==> config.mk <==
export PLATFORM = sky130hd
export DESIGN_NAME = hamming_scrubber
export DESIGN_NICKNAME = d
export VERILOG_FILES = /design/src/rtl/hamming_scrubber.sv
export SDC_FILE = /design/constraint.sdc
export NUM_CORES = 1
export LEC_CHECK = 0
export CORE_MARGIN = 2
export CORE_UTILIZATION = 32
export DETAILED_ROUTE_END_ITERATION = 8
export SYNTH_ARGS = -nofsm -noshare
export SYNTH_HDL_FRONTEND = slang
export SYNTH_SLANG_ARGS = --single-unit
==> constraint.sdc <==
create_clock -name clk -period 1.9 [get_ports clk]
set_input_delay 0.475 -clock clk [delete_from_list [all_inputs] [get_ports clk]]
set_output_delay 0.475 -clock clk [all_outputs]
set_load 0.05 [all_outputs]
**Congestion heat map**

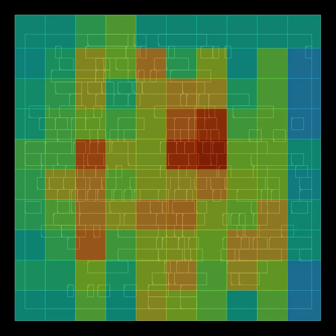
GR Layer Usage met1: 0.148
post-DR wirelength/cell: 12.8 µm
GR Util All Layers: 0.139
met3 GRT Util: 0.0247
final core occ: 0.476

**The metal 2 layer**

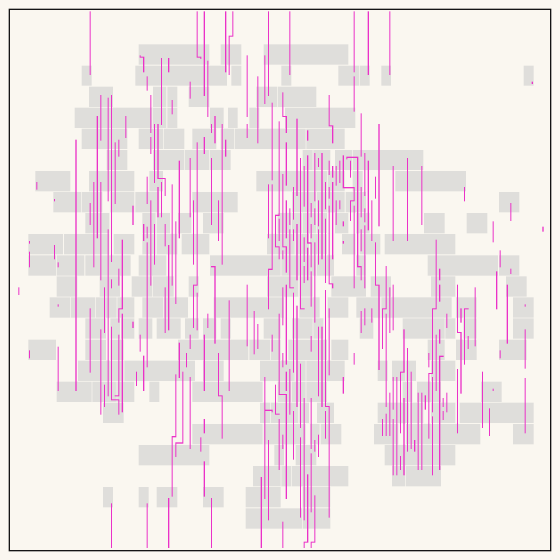
- wire length on this layer: 1710 µm
- nets with wire on the layer: 189
- main direction: vertical
- share of all routed wire: 54%
GR Util met2: 0.262
Post-Route WL: 3.17 mm

**Placed cells, one color a class**

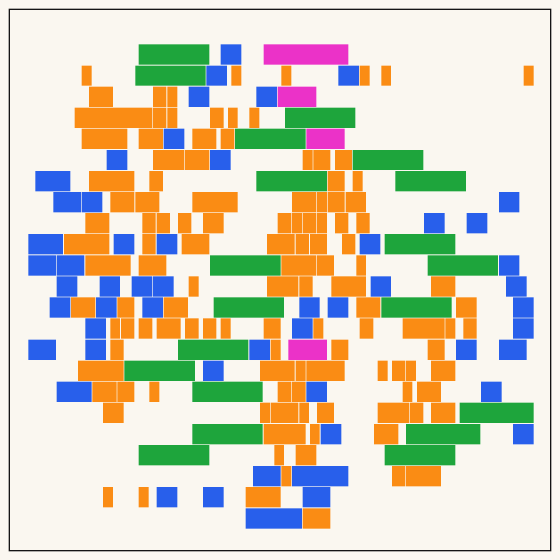
- green: sequential cells (cells 20; share of their area 27%)
- magenta: clock drivers and dummy loads (cells 4; share of their area 3.8%)
- blue: remaining buffers and delay cells (cells 53; share of their area 24%)
- orange: remaining logic cells (cells 120; share of their area 45%)
Placement Rows: 23
Finished Cell Area: 0.00195 mm²
Core ar.: 0.00409 mm²

**Signal wires on met1**

The bar under the picture is 20 µm long. Supply wires on this layer in gray.
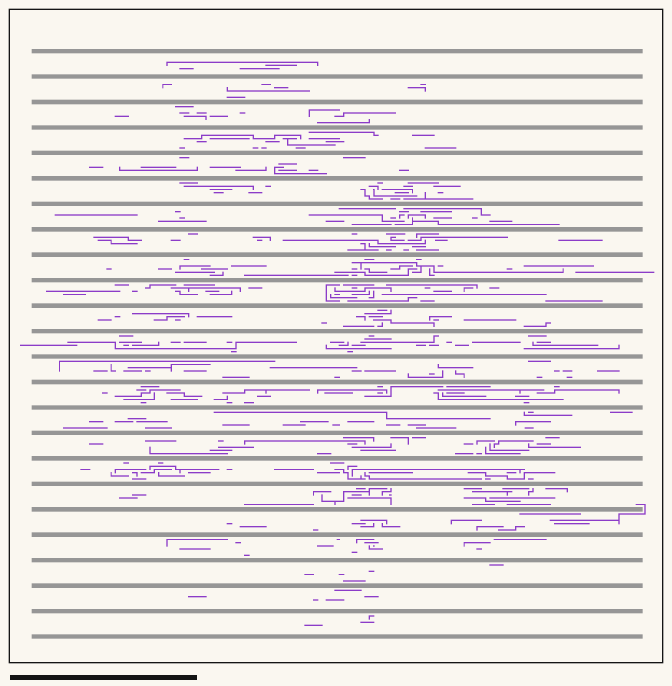
- nets with wire on the layer: 178
- longest straight run: 23.0 µm
DR vias: 1225

**Signal wires on met3**

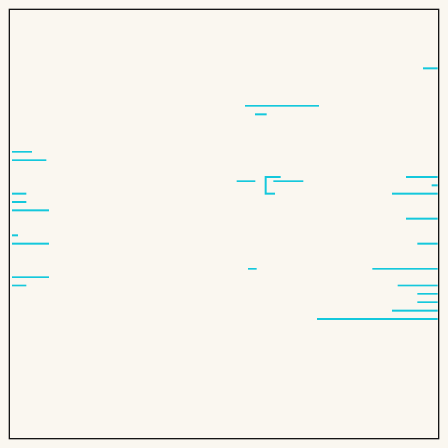
- share of all routed wire: 4.2%
- main direction: horizontal
- longest straight run: 19.3 µm

==> flow_summary.ini <==
; flow metrics
[global_routing]
antenna_found_initial = 0
grt_first_pass_wirelength_mm = 5.40
first_global_vias = 1179

[worst_setup_path]
cp_top_family = buffers and inverters
crit_cells = 7
worstPathArrival_ns = 2.00
critPathMaxStageDelay_ns = 0.56
critical_path.endpoint_type = register
r2r_setup_slack_ns = 0.10
startpoint_type = primary input
ff2ff_path_depth = 8
cp.required_ns = 2.08

[final_timing]
min_period_ns = 1.82
finalCritPeriodShare = 0.955
fmax_mhz = 551
rsz0062_at_grt = yes
finalHoldViolCount = 0
setup_viol = 0
drv_slew = 0

[logic_synthesis]
avgSynthCellArea_um2 = 9.39
yosysChipArea_mm2 = 0.00138
ys_cells = 147
largest_area_cell = dfrtp_1
yosys.stat.seqShare = 0.363
syn_area_mm2 = 0.00138
synthFlopType = dfrtp_1
synthCells = 147
yosysUniqueCellTypes = 43
yosys_warnings = 0
most_common_cell = dfrtp_1
ys_ff = 20
ys_top_cells_by_count = 20 x dfrtp_1, 14 x nand2_1, 10 x xnor2_1

[floorplan]
chipArea_mm2 = 0.00485
io_pins = 39

[finish]
regArea_um2 = 503
comb_area_um2 = 838
area_growth_pct = 41.0

[place]
place_hpwl_mm = 2.53
globalplace.congestion = 0.825

[clocking]
cts_sinks = 20
clockBufferDepth = 2
clk_pin_slew_ns = 0.07
numCtsBuffers = 3
root_buffer = clkbuf_8

[power]
cellPowerDensity_mw_per_mm2 = 1000

[drt]
initialDrtViolationCount = 53
drc_errors = 0

[flow_run]
warning_count = 30

[run_status]
outcome = finished, final reports clean

[hold_path]
worst_hold_path_type = register to register
==> power by group <==
group | internal, mW | switching (mW) | total [mW] | leakage [nW]
clock | 0.282 | 0.152 | 0.434 | 0.0357
combinational | 0.325 | 0.596 | 0.921 | 0.645
sequential | 0.519 | 0.0733 | 0.592 | 0.263
==> cell families after synthesis <==
| logic type | Yosys count | synth area share |
|---|---|---|
| compound gates | 37 | 0.182 |
| xor+xnor | 15 | 0.114 |
| fa+ha+maj | 7 | 0.0635 |
| buf+inv | 18 | 0.0789 |
| flops | 20 | 0.363 |
| mux | 4 | 0.0299 |
| other cells | 1 | 0.00272 |
| simple gates | 45 | 0.166 |
==> placed cells by master (no fill, tap or decap), drive strengths merged, types with 2 or more instances in the layout <==
master	instances
o21ai	13
xor2	3
mux2i	3
a22oi	2
and3	3
dfrtp	20
inv	4
conb	8
nand2b	2
dlymetal6s2s	3
a21oi	8
nand3	6
nand2	14
xnor2	12
nor2	9
ha	7
buf	43
clkdlybuf4s50	7
clkbuf	3
nor3	5
a31oi	2
a22o	4
==> final cells by class <==
type,count,area share
Multi-Input combinational cell,116,0.431
Timing Repair Buffer,53,0.234
Clock inverter,1,0.0154
Tap cell,50,0.0322
Sequential cell,20,0.259
Clock buffer,3,0.0212
Inverter,4,0.00772
==> through the flow <==
step	hold slack, ns	std cells	utilization	setup WS (ns)	cell area, µm²
finish	0.488	247	0.476	0.0848	1950
global route	0.518	247	0.476	-0.0129	1950
CTS	0.494	246	0.464	-0.00553	1900
detailed placement	0.478	242	0.445	-0.294	1820
global placement	0.474	242	0.445	-0.235	1820
floorplan	0.179	154	-	0.0361	1410
==> metal layers <==
layer	up-vias	wire (µm)	track usage
met5	-	0	0
met4	0	59	0.0684
met1	586	1270	0.148
li1	605	-	-
met2	30	1710	0.262
met3	4	132	0.0247
==> tightest hold or removal path, cell delays in order (launching register included) <==
cell	delay, ns
dfrtp_1	0.35
nand2_1	0.05
o21ai_1	0.06
==> repair_timing <==
action	4_1_cts	5_1_grt
buffers inserted	0	1
endpoints found under the setup margin	3	11
pin swaps	0	1
resized	1	11
No activity file was given, so power comes from the tool's default toggle rates.
